## config.mk

```make
export PLATFORM = sky130hd
export DESIGN_NAME = interrupt_controller_flat
export DESIGN_NICKNAME = d
export VERILOG_FILES = /design/src/rtl/interrupt_controller_if.sv /design/src/rtl/interrupt_controller.sv /design/src/flat_wrapper.sv
export SDC_FILE = /design/constraint.sdc
export NUM_CORES = 1
export LEC_CHECK = 0
export CORE_MARGIN = 1.5
export CORE_UTILIZATION = 24
export CTS_BUF_LIST = sky130_fd_sc_hd__clkbuf_16
export DETAILED_ROUTE_END_ITERATION = 12
export PLACE_DENSITY = 0.8
export SLEW_MARGIN = 5
export SYNTH_ARGS = -nofsm -noshare
export SYNTH_HDL_FRONTEND = slang
export SYNTH_SLANG_ARGS = --single-unit
export TNS_END_PERCENT = 1
```

## constraint.sdc

```tcl
create_clock -name clk -period 1.25 [get_ports clk]
set_clock_uncertainty 0.1 [all_clocks]
set_input_delay 0.25 -clock clk [delete_from_list [all_inputs] [get_ports clk]]
set_output_delay 0.25 -clock clk [all_outputs]
set_load 0.01 [all_outputs]
```

## src/rtl/interrupt_controller_if.sv

```systemverilog
// Request/response bundle between the interrupt controller, its request sources and the
// multi-cycle core's control unit.
interface interrupt_controller_if;
    logic        mi_req;
    logic        mi_enable;
    logic        nmi_req;
    logic [3:0]  cu_state;
    logic [31:0] executed_instr;
    logic [1:0]  int_state;
    logic        int_respond;
    logic [31:0] int_vector;
    logic        int_is_nmi;
    logic        mi_ack;
    logic        nmi_ack;

    modport master (
        output mi_req, mi_enable, nmi_req, cu_state, executed_instr,
        input  int_state, int_respond, int_vector, int_is_nmi, mi_ack, nmi_ack
    );

    modport slave (
        input  mi_req, mi_enable, nmi_req, cu_state, executed_instr,
        output int_state, int_respond, int_vector, int_is_nmi, mi_ack, nmi_ack
    );
endinterface

```

## src/rtl/interrupt_controller.sv

```systemverilog
// MI/NMI arbiter for the multi-cycle MIPS core: enters handlers at an instruction boundary
// and watches the executed instruction stream for the handler return word.
module interrupt_controller #(
    parameter logic [31:0] MI_VECTOR  = 32'h0000_0100,
    parameter logic [31:0] NMI_VECTOR = 32'h0000_0200,
    parameter logic [31:0] MI_RET     = 32'd0,
    parameter logic [31:0] NMI_RET    = 32'd100
) (
    input logic                   clk,
    input logic                   rst_n,
    interrupt_controller_if.slave bus
);

    typedef enum logic [1:0] {
        StIdle    = 2'd0,
        StPending = 2'd1,
        StService = 2'd2
    } state_e;

    localparam logic [3:0] CuFetch  = 4'd0;
    localparam logic [3:0] CuDecode = 4'd1;

    state_e      state_q, state_d;
    logic        nmi_prev_q;
    logic        nmi_pend_q, nmi_pend_d;
    logic        respond_q, respond_d;
    logic [31:0] vector_q, vector_d;
    logic        is_nmi_q, is_nmi_d;
    logic        mi_ack_q, mi_ack_d;
    logic        nmi_ack_q, nmi_ack_d;

    logic        nmi_edge;
    logic        nmi_any;
    logic        mi_pend;
    logic        req_any;
    logic [31:0] ret_word;

    // An edge arriving this cycle counts as pending so it is never lost or delayed.
    assign nmi_edge = bus.nmi_req & ~nmi_prev_q;
    assign nmi_any  = nmi_pend_q | nmi_edge;
    assign mi_pend  = bus.mi_req & bus.mi_enable;
    assign req_any  = nmi_any | mi_pend;
    assign ret_word = is_nmi_q ? NMI_RET : MI_RET;

    always_comb begin
        state_d    = state_q;
        nmi_pend_d = nmi_pend_q | nmi_edge;
        respond_d  = respond_q;
        vector_d   = vector_q;
        is_nmi_d   = is_nmi_q;
        mi_ack_d   = 1'b0;
        nmi_ack_d  = 1'b0;

        unique case (state_q)
            StIdle: begin
                if (req_any) begin
                    state_d = StPending;
                end
            end
            StPending: begin
                if (!req_any) begin
                    state_d = StIdle;
                end else if (bus.cu_state == CuDecode) begin
                    state_d  = StService;
                    is_nmi_d = nmi_any;
                    vector_d = nmi_any ? NMI_VECTOR : MI_VECTOR;
                    if (nmi_any) begin
                        nmi_pend_d = 1'b0;
                    end
                end
            end
            StService: begin
                if (bus.cu_state == CuFetch) begin
                    if (!respond_q) begin
                        respond_d = 1'b1;
                        mi_ack_d  = ~is_nmi_q;
                        nmi_ack_d = is_nmi_q;
                    end else if (bus.executed_instr == ret_word) begin
                        respond_d = 1'b0;
                        state_d   = req_any ? StPending : StIdle;
                    end
                end
            end
            default: begin
                state_d = StIdle;
            end
        endcase
    end

    always_ff @(posedge clk or negedge rst_n) begin
        if (!rst_n) begin
            state_q    <= StIdle;
            nmi_prev_q <= 1'b0;
            nmi_pend_q <= 1'b0;
            respond_q  <= 1'b0;
            vector_q   <= 32'd0;
            is_nmi_q   <= 1'b0;
            mi_ack_q   <= 1'b0;
            nmi_ack_q  <= 1'b0;
        end else begin
            state_q    <= state_d;
            nmi_prev_q <= bus.nmi_req;
            nmi_pend_q <= nmi_pend_d;
            respond_q  <= respond_d;
            vector_q   <= vector_d;
            is_nmi_q   <= is_nmi_d;
            mi_ack_q   <= mi_ack_d;
            nmi_ack_q  <= nmi_ack_d;
        end
    end

    assign bus.int_state   = state_q;
    assign bus.int_respond = respond_q;
    assign bus.int_vector  = vector_q;
    assign bus.int_is_nmi  = is_nmi_q;
    assign bus.mi_ack      = mi_ack_q;
    assign bus.nmi_ack     = nmi_ack_q;

endmodule

```

## src/flat_wrapper.sv

```systemverilog
// flat-port wrapper written by rule: the top's interface ports become plain ports
module interrupt_controller_flat 
#(
    parameter logic [31:0] MI_VECTOR  = 32'h0000_0100,
    parameter logic [31:0] NMI_VECTOR = 32'h0000_0200,
    parameter logic [31:0] MI_RET     = 32'd0,
    parameter logic [31:0] NMI_RET    = 32'd100
)
  (clk, rst_n, bus_mi_req, bus_mi_enable, bus_nmi_req, bus_cu_state, bus_executed_instr, bus_int_state, bus_int_respond, bus_int_vector, bus_int_is_nmi, bus_mi_ack, bus_nmi_ack);
  interrupt_controller_if bus_i ();
  input logic clk;
  input logic rst_n;
  input wire logic [$bits(bus_i.mi_req)-1:0] bus_mi_req;
  input wire logic [$bits(bus_i.mi_enable)-1:0] bus_mi_enable;
  input wire logic [$bits(bus_i.nmi_req)-1:0] bus_nmi_req;
  input wire logic [$bits(bus_i.cu_state)-1:0] bus_cu_state;
  input wire logic [$bits(bus_i.executed_instr)-1:0] bus_executed_instr;
  output wire logic [$bits(bus_i.int_state)-1:0] bus_int_state;
  output wire logic [$bits(bus_i.int_respond)-1:0] bus_int_respond;
  output wire logic [$bits(bus_i.int_vector)-1:0] bus_int_vector;
  output wire logic [$bits(bus_i.int_is_nmi)-1:0] bus_int_is_nmi;
  output wire logic [$bits(bus_i.mi_ack)-1:0] bus_mi_ack;
  output wire logic [$bits(bus_i.nmi_ack)-1:0] bus_nmi_ack;
  assign bus_i.mi_req = bus_mi_req;
  assign bus_i.mi_enable = bus_mi_enable;
  assign bus_i.nmi_req = bus_nmi_req;
  assign bus_i.cu_state = bus_cu_state;
  assign bus_i.executed_instr = bus_executed_instr;
  assign bus_int_state = bus_i.int_state;
  assign bus_int_respond = bus_i.int_respond;
  assign bus_int_vector = bus_i.int_vector;
  assign bus_int_is_nmi = bus_i.int_is_nmi;
  assign bus_mi_ack = bus_i.mi_ack;
  assign bus_nmi_ack = bus_i.nmi_ack;
  interrupt_controller #(.MI_VECTOR(MI_VECTOR), .NMI_VECTOR(NMI_VECTOR), .MI_RET(MI_RET), .NMI_RET(NMI_RET)) u_core (.clk(clk), .rst_n(rst_n), .bus(bus_i));
endmodule
```

Figure 1. Gate-type map (run 1).
The bar under the picture is 20 um long.
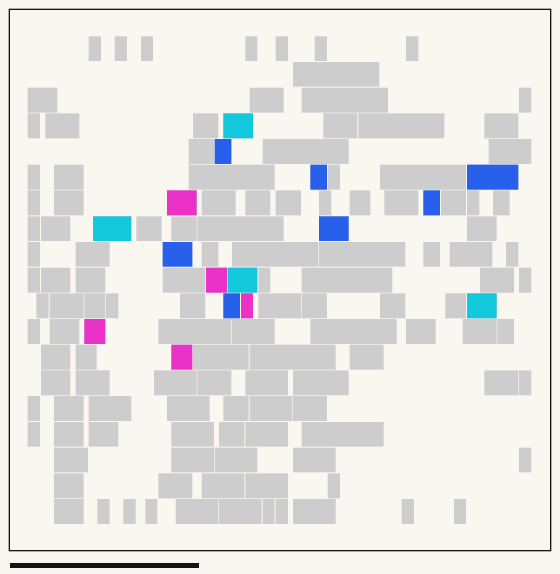
legend:
  magenta:
    family: NAND gates
    cells: 5
    most_used: nand4_1
  cyan:
    family: AND and OR gates
    cells: 4
    most_used: or2_4
  blue:
    family: inverting AOI/OAI gates
    cells: 7
Finished Layout Cells: 171
combinational share of cell area: 33.1%

Figure 2. Clock nets (run 1).
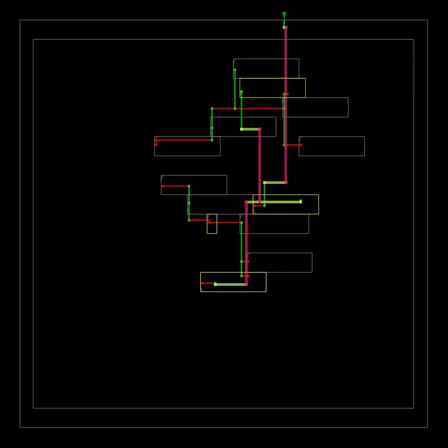
Flops: 9
TritonCTS Buffers: 3

Figure 3. Ports around the boundary (run 1).
Pins as bars across the die edge, other pins in gray.
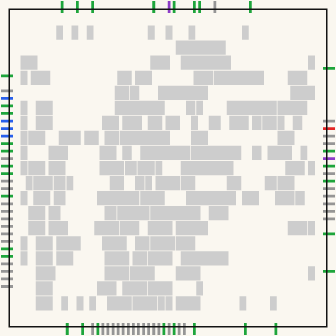
legend:
  blue:
    port: `bus_cu_state`
    pins: 4
    direction: input
    edge: west
  green:
    port: `bus_int_vector`
    pins: 32
    direction: output
    edge: 10 west, 8 north, 8 south, 6 east
  red:
    port: `bus_mi_enable`
    pins: 1
    direction: input
    edge: east
  purple:
    port: `bus_int_state`
    pins: 2
    direction: output
    edge: 1 north, 1 east
all pins by edge: 28 west, 24 south, 17 east, 10 north
die width: 57.1 um
PortBufs: 48

Figure 4. Wire density map (run 1).
11 x 11 tiles, from dark blue (low) to red (high), scaled to the fullest tile. Values are wire area over tile area, all layers added.
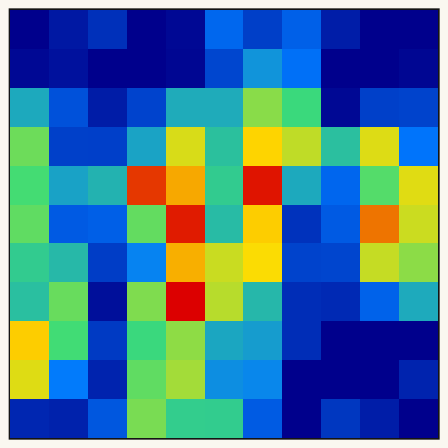
emptiest ninth of the die: south-east
densest ninth of the die: center
mean over tiles: 0.10
fullest tile: 0.31
nearly empty tiles: 17%
tiles over half the peak: 28%
DR vias: 746
Wirelength per Cell: 11.6 um
overall routing resource usage: 12.5%
total routed wirelength: 1.99 mm

==> impl_metrics.json, run 1 <==
{
  "status": "finished, violations left",
  "violations": "setup timing",
  "ir_drop_mv": 0.699,
  "initCoreUtil_pct": 25.5,
  "drive_gt1_share_pct": 25.0,
  "r2r-start": "u_core.bus.int_respond$_DFFE_PN0P_",
  "clockPowerShare_pct": 42.0,
  "gp_congestion": 0.758,
  "post-place-cells": 164,
  "hold_viol_final": 0,
  "arrival_ns": 1.47,
  "syn_area_sq_um": 703,
  "r2r_slack_ns": -0.21,
  "end_kind": "flop",
  "yosys_area_sq_um": 703,
  "via_per_inst": 4.36,
  "worstSetupPathType": "flop to flop",
  "ys_warn_count": 0,
  "r2r_end": "u_core.bus.int_state[1]$_DFFE_PN0P_",
  "cp_max_fo": 3,
  "finalClockPeriodUsage_pct": 117,
  "setup_viol": 7,
  "yosysUniqueCellTypes": 25,
  "hp-class": "input pin to asynchronous set/reset pin",
  "timing.final.ws_setup_ns": -0.211
}
==> run 1: repair_timing <==
action                                 4_1_cts  5_1_grt
setup endpoints to repair                   16       14
endpoints found under the hold margin        0        0
gates resized                               41       27
pin swaps                                   13       10
setup buffers                                2        1
hold buffers                                 0        0
==> run 1: per-stage QoR <==
step	area (sq um)	utilization, %	setup slack (ns)	TNS [ns]
floorplan	812	-	-0.107	-0.355
global placement	1160	42.0	-0.561	-3.95
detailed placement	1160	42.0	-0.706	-4.41
CTS	1300	47.0	-0.209	-1.04
global route	1370	49.5	-0.309	-1.40
finish	1370	49.5	-0.211	-1.01
==> run 1: flip-flops by register name (all words and copies together), names as in the netlist <==
name / count
u_core.bus.mi_ack: 1
u_core.nmi_prev_q: 1
u_core.nmi_pend_q: 1
u_core.bus.int_respond: 1
u_core.bus.int_state: 2
u_core.bus.nmi_ack: 1
u_core.bus.int_vector: 2
==> run 1: cell families (layout without fill, tap and decap cells) <==
family	after synthesis	in the layout	share of synthesized area [%]
buf+inv	33	65	34.2
compound gates	8	8	7.65
other cells	1	30	0.533
flops	9	9	32.0
simple gates	28	28	25.6
==> run 1: power by group through the flow <==
stage	Combinational (mW)	Sequential (mW)	Clock (mW)
5_1_grt	0.421	0.373	0.579
3_5_place_dp	0.410	0.364	0
2_1_floorplan	0.187	0.382	0
3_3_place_gp	0.400	0.361	0
4_1_cts	0.391	0.362	0.564
6_report	0.391	0.366	0.548
==> run 1: cell usage after synthesis, drive strengths merged <==
library cell	n	share of area [%]
o21ai	2	1.4
nand4	2	1.8
nor3	5	3.6
a221oi	1	1.2
or2	2	2.1
nand2b	1	0.89
nor2b	1	0.89
a21o	1	1.1
dfrtp	9	32
a311oi	1	1.2
inv	2	1.1
buf	31	33
nor4b	1	1.2
nor4	8	7.1
conb	1	0.53
nor2	3	1.6
or4	1	1.6
nor3b	1	1.8
a21oi	2	1.4
nand4b	1	1.2
nand2	1	0.53
and4	1	1.2
o2bb2ai	1	1.2
==> run 1: per-layer routing <==
layer | share of wire [%] | vias to the layer above
met3 | 9.5 | 6
met5 | 0 | -
met1 | 32 | 348
li1 | - | 342
met2 | 56 | 50
met4 | 2.2 | 0
==> run 1: cell type report <==
class,instances,area share [%]
timing repair buffer,59,41.2
clock inverter,1,0.275
inverter,2,0.549
clock buffer,3,5.49
sequential,9,16.6
tap,31,2.84
multi-input combinational,66,33.1
==> run 1: worst max-delay path, stage by stage, from the launching register on <==
cell,delay (ns)
dfrtp_1,0.37
nor4b_4,0.22
nand4_1,0.13
buf_4,0.17
nor4_4,0.26
o21ai_1,0.09
## Run 2: what changed since run 1
- CAP_MARGIN: not set -> 0
Figure 5. Wire density map (run 2).
11 x 11 tiles, from dark blue (low) to red (high), scaled to the fullest tile. Values are wire area over tile area, all layers added.
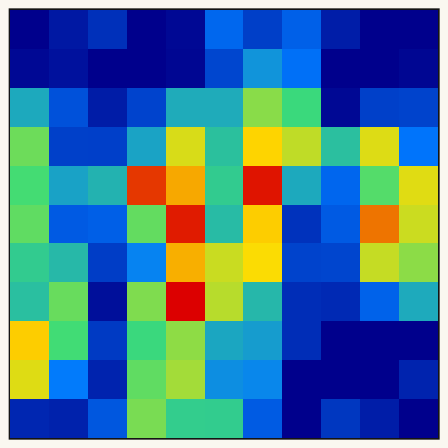
mean over tiles: 0.10
densest ninth of the die: center
nearly empty tiles: 17%
tiles over half the peak: 28%
fullest tile: 0.31

Figure 6. Gate-type map (run 2).
The bar under the picture is 20 um long.
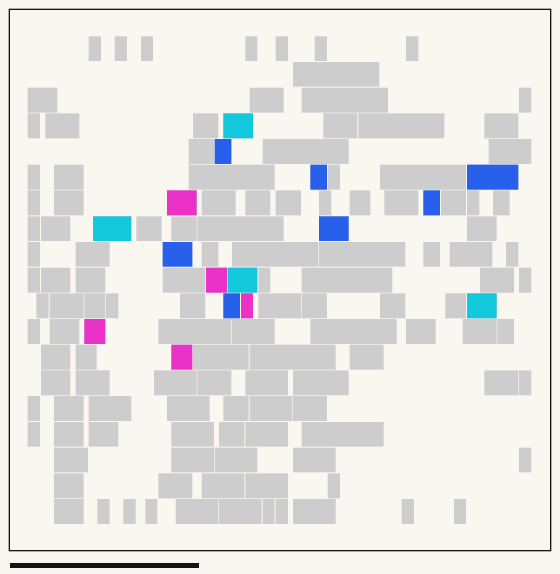
legend:
  magenta:
    family: NAND gates
    cells: 5
    most_used: nand4_1
  blue:
    family: inverting AOI/OAI gates
    cells: 7
  cyan:
    family: AND and OR gates
    cells: 4
    most_used: or2_4
most used logic cell in the final layout: conb_1

==> run 2 against run 1 <==
Effect of this change: worst hold slack unchanged; largest power group unchanged; area after synthesis unchanged; critical endpoint unchanged; combinational power about the same; first-iteration DRC count unchanged; the flow still finishes with violations (setup timing).
==> impl_metrics.json, run 2 <==
{
  "layoutNonFillerInstCount": 171,
  "r2r-start": "u_core.bus.int_respond$_DFFE_PN0P_",
  "ys_top_cells_by_area": "buf_4 (33%), dfrtp_1 (32%), nor4_1 (7.1%)",
  "initCoreUtil_pct": 25.5,
  "post-place-cells": 164,
  "finalClockPeriodUsage_pct": 117,
  "yosys-top-cells-count": "buf_4 (31), dfrtp_1 (9), nor4_1 (8), nor3_1 (5), nor2_1 (3)",
  "slowest_delay_ns": 0.37,
  "drive_gt1_share_pct": 25.0,
  "grt_usage_pct": 12.5,
  "status": "finished, violations left",
  "timing.final.ws_setup_ns": -0.211,
  "setup_viol": 7,
  "crit_family": "simple AND/OR/NAND/NOR gates",
  "wl_mm": 1.99,
  "cts_hold_buf": 0,
  "crit_path_top_delay_cell": "dfrtp_1",
  "hp-class": "input pin to asynchronous set/reset pin",
  "ys_async_sr_fraction_pct": 100,
  "path_cells": "nor4b_4 > nand4_1 > buf_4 > nor4_4 > o21ai_1",
  "io_buffers": 48,
  "ir_drop_mv": 0.699,
  "end_kind": "flop",
  "die_x_um": 57.1,
  "violations": "setup timing",
  "post_drt_wl_per_cell_um": 11.6,
  "edf_count": 0,
  "yosysUniqueCellTypes": 25,
  "yosys.area.top_type": "buf_4",
  "vias": 746,
  "ys_warn_count": 0
}
run 2: cell counts in the layout (fill, tap and decap cells not counted):
No cell type changed its count.
run 2: layout make-up:
type / count / area share [%]
Multi-Input combinational cell: 66 / 33.1
Timing Repair Buffer: 59 / 41.2
Sequential cell: 9 / 16.6
Clock inverter: 1 / 0.275
Tap cell: 31 / 2.84
Inverter: 2 / 0.549
Clock buffer: 3 / 5.49
run 2: metrics by stage:
step / worst slack (ns) / setup TNS (ns) / cell area [sq um]
detailed placement: -0.706 / -4.41 / 1160
CTS: -0.209 / -1.04 / 1300
floorplan: -0.107 / -0.355 / 812
global placement: -0.561 / -3.95 / 1160
global route: -0.309 / -1.40 / 1370
finish: -0.211 / -1.01 / 1370
run 2: what timing repair did:
action | 4_1_cts | 5_1_grt
gates cloned | 0 | 0
resized | 41 | 27
endpoints found under the setup margin | 16 | 14
pin swaps | 13 | 10
buffers inserted | 2 | 1
run 2: layer usage:
layer	track usage (%)	up-vias	wire length [um]
met2	24.3	50	1120
met1	12.0	348	641
met5	0	-	0
li1	-	342	-
met3	2.72	6	189
met4	6.98	0	43
run 2: cells by family (layout without fill, tap and decap cells):
family                 Yosys count  count (layout)  share of synthesized area, %
and+or+nand+nor                 28              28                          25.6
AOI/OAI and AO/OA                8               8                          7.65
other                            1              30                         0.533
buffers and inverters           33              65                          34.2
DFF                              9               9                          32.0
run 2: worst paths after layout:
check	cells after the start	endpoint	slack [ns]
max in group asynchronous	1	u_core.bus.int_vector[9]$_DFFE_PN0P_	0.54
min in group clk	2	u_core.nmi_prev_q$_DFF_PN0_	0.30
hold reg to reg	2	u_core.bus.int_vector[8]$_DFFE_PN0P_	0.42
setup / recovery	5	u_core.bus.int_state[1]$_DFFE_PN0P_	-0.21
hold / removal	1	u_core.nmi_prev_q$_DFF_PN0_	0.21
setup reg to reg	5	u_core.bus.int_state[1]$_DFFE_PN0P_	-0.21
run 2: report_power, final:
part	switching (mW)	internal, mW	leakage (nW)
logic	0.184	0.207	0.595
clock network	0.131	0.417	0.0423
registers	0.0329	0.333	0.108
total	0.348	0.957	0.745
Figure 7. Ports around the boundary (run 2).
Pins as bars across the die edge, other pins in gray.
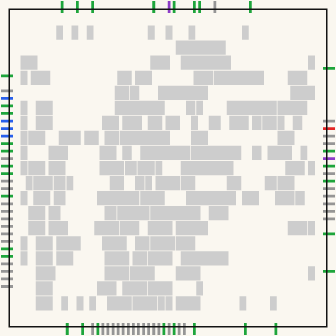

## Run 3: what changed since run 2
- CORE_ASPECT_RATIO: not set -> 1.75
- CORE_MARGIN: 1.5 -> 2
- GPL_TIMING_DRIVEN: not set -> 1
Figure 8. Ports around the boundary (run 3).
Pins as bars across the die edge, other pins in gray.
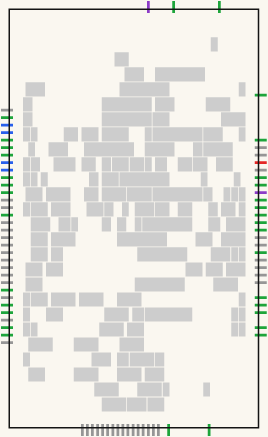
legend:
  blue:
    port: `bus_cu_state`
    pins: 4
    direction: input
    edge: west
  purple:
    port: `bus_int_state`
    pins: 2
    direction: output
    edge: 1 north, 1 east
  red:
    port: `bus_mi_enable`
    pins: 1
    direction: input
    edge: east
  green:
    port: `bus_int_vector`
    pins: 32
    direction: output
    edge: 15 east, 13 west, 2 south, 2 north
chip height: 75.6 um
die width: 44.9 um

==> run 3 against run 2 <==
Effect of this change: the run still ends with setup timing left; sequential share of layout area is 0.47 points higher; combinational power up 4%; cell area is 3.3% lower; wire length is 2.1% lower; critical path depth unchanged; synthesized cell count is the same; highest routed layer unchanged; sequential power fell by 1%; first-iteration DRC count shrank 74%.
==> impl_metrics.json, run 3 <==
{
  "dp_slack_ns": -0.628,
  "yosys.area.top_type": "buf_4",
  "wl_mm": 1.95,
  "pwr-share-comb_pct": 31.1,
  "power.switching_uw": 336,
  "final_common_cell": "conb_1",
  "ir_drop_mv": 0.525,
  "finalClockPeriodUsage_pct": 109,
  "ys_async_sr_fraction_pct": 100,
  "status": "finished, violations left",
  "clkSlewWorstSetupHoldPaths_ns": 0.04,
  "timing.final.ws_setup_ns": -0.107,
  "seq_power_share_pct": 27.6,
  "max_freq_ghz": 0.737,
  "edf_count": 0,
  "hp-class": "input pin to asynchronous set/reset pin",
  "p_int_uw": 974,
  "end_kind": "flop",
  "die_area_sq_um": 3400,
  "post_drt_wl_per_cell_um": 11.7,
  "setup_viol": 4,
  "yosysUniqueCellTypes": 25,
  "power_leakage_nw": 0.733,
  "path_cells": "clkdlybuf4s50_1 > nor4_1 > nand4_1 > nor4_2 > o21ai_1",
  "regArea_sq_um": 225,
  "crit_path_top_delay_cell": "clkdlybuf4s50_1",
  "gp_congestion": 0.697,
  "grt_usage_pct": 11.8,
  "vias": 730,
  "initCoreUtil_pct": 24.6,
  "top_cell": "buf_4",
  "violations": "setup timing",
  "slowest_delay_ns": 0.41,
  "clockPowerShare_pct": 41.2,
  "yosys-top-cells-count": "buf_4 (31), dfrtp_1 (9), nor4_1 (8), nor3_1 (5), nor2_1 (3)",
  "ys_warn_count": 0,
  "switching_share_pct": 25.7,
  "cts_hold_buf": 0,
  "ys_top_cells_by_area": "buf_4 (33%), dfrtp_1 (32%), nor4_1 (7.1%)",
  "io_buffers": 48,
  "period_needed_ns": 1.36,
  "core_region_area_sq_um": 2860,
  "drive_gt1_share_pct": 26.1
}
Figure 9. Clock nets (run 3).
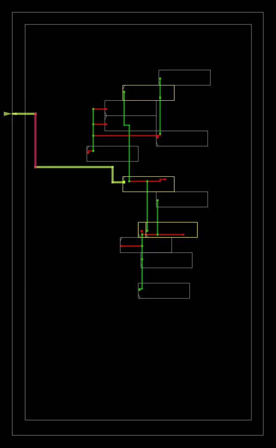
clkbuf count: 3
Clk power: 540 uW
clk latency late pin: 0.23 ns
clock sinks: 9

-- run 3: cell counts after synthesis --
Identical to the previous run, type by type.
-- run 3: worst max-delay path: cells and delay by family --
family                 cells  cell delay (ns)
AND/OR/NAND/NOR            3             0.61
buffers and inverters      1             0.41
AND-OR/OR-AND              1             0.09
-- run 3: final timing paths --
check | startpoint | to | slack, ns | cells after the start
setup / recovery | bus_executed_instr[25] | u_core.bus.int_state[1]$_DFFE_PN0P_ | -0.11 | 5
hold / removal | rst_n | u_core.nmi_prev_q$_DFF_PN0_ | 0.22 | 1
setup reg to reg | u_core.bus.int_vector[9]$_DFFE_PN0P_ | u_core.bus.int_state[1]$_DFFE_PN0P_ | -0.10 | 4
hold reg to reg | u_core.bus.int_vector[8]$_DFFE_PN0P_ | u_core.bus.int_vector[8]$_DFFE_PN0P_ | 0.43 | 2
max in group asynchronous | rst_n | u_core.bus.nmi_ack$_DFF_PN0_ | 0.54 | 1
min in group clk | bus_nmi_req | u_core.nmi_prev_q$_DFF_PN0_ | 0.30 | 2
-- run 3: what timing repair did --
| action | in CTS | in global routing |
|---|---|---|
| gates resized | 41 | 32 |
| pin swaps | 11 | 16 |
| setup endpoints to repair | 16 | 13 |
| buffers inserted | 0 | 1 |
-- run 3: routing by layer --
metal  up-vias  GRT usage (%)  part of all wire, %
met3         4           2.13                   12
met5         -              0                    0
met1       326           10.1                   28
met2        60           24.5                   58
met4         0           5.56                  1.5
li1        340              -                    -
-- run 3: power groups by stage --
| stage | sequential (mW) | clock, mW | combinational (mW) |
|---|---|---|---|
| floorplan | 0.382 | 0 | 0.187 |
| global placement | 0.362 | 0 | 0.394 |
| detailed placement | 0.362 | 0 | 0.404 |
| CTS | 0.360 | 0.551 | 0.380 |
| global route | 0.368 | 0.573 | 0.446 |
| finish | 0.362 | 0.540 | 0.408 |
-- run 3: area by class of cell --
class,instances,area share [%]
repair buffers,57,40.6
multi-input cells,66,33.1
flip-flops and latches,9,17.0
clock buffers,3,5.68
well taps,28,2.65
inverters,2,0.568
clock inverters,1,0.284
-- run 3: cells by family after synthesis --
group	share of synthesized area [%]
compound gates	7.65
buf+inv	34.2
flops	32.0
other cells	0.533
simple gates	25.6
-- run 3: metrics by stage --
step	cells	hold slack (ns)	setup TNS, ns	area [sq um]	utilization (%)
6_report	166	0.221	-0.274	1320	46.2
5_1_grt	166	0.258	-0.733	1320	46.2
4_1_cts	165	0.230	-0.851	1250	43.8
3_5_place_dp	161	0.412	-4.40	1150	40.3
3_3_place_gp	161	0.409	-3.88	1150	40.3
2_1_floorplan	108	-0.146	-0.355	812	-
No activity file was given, so power comes from the tool's default toggle rates.
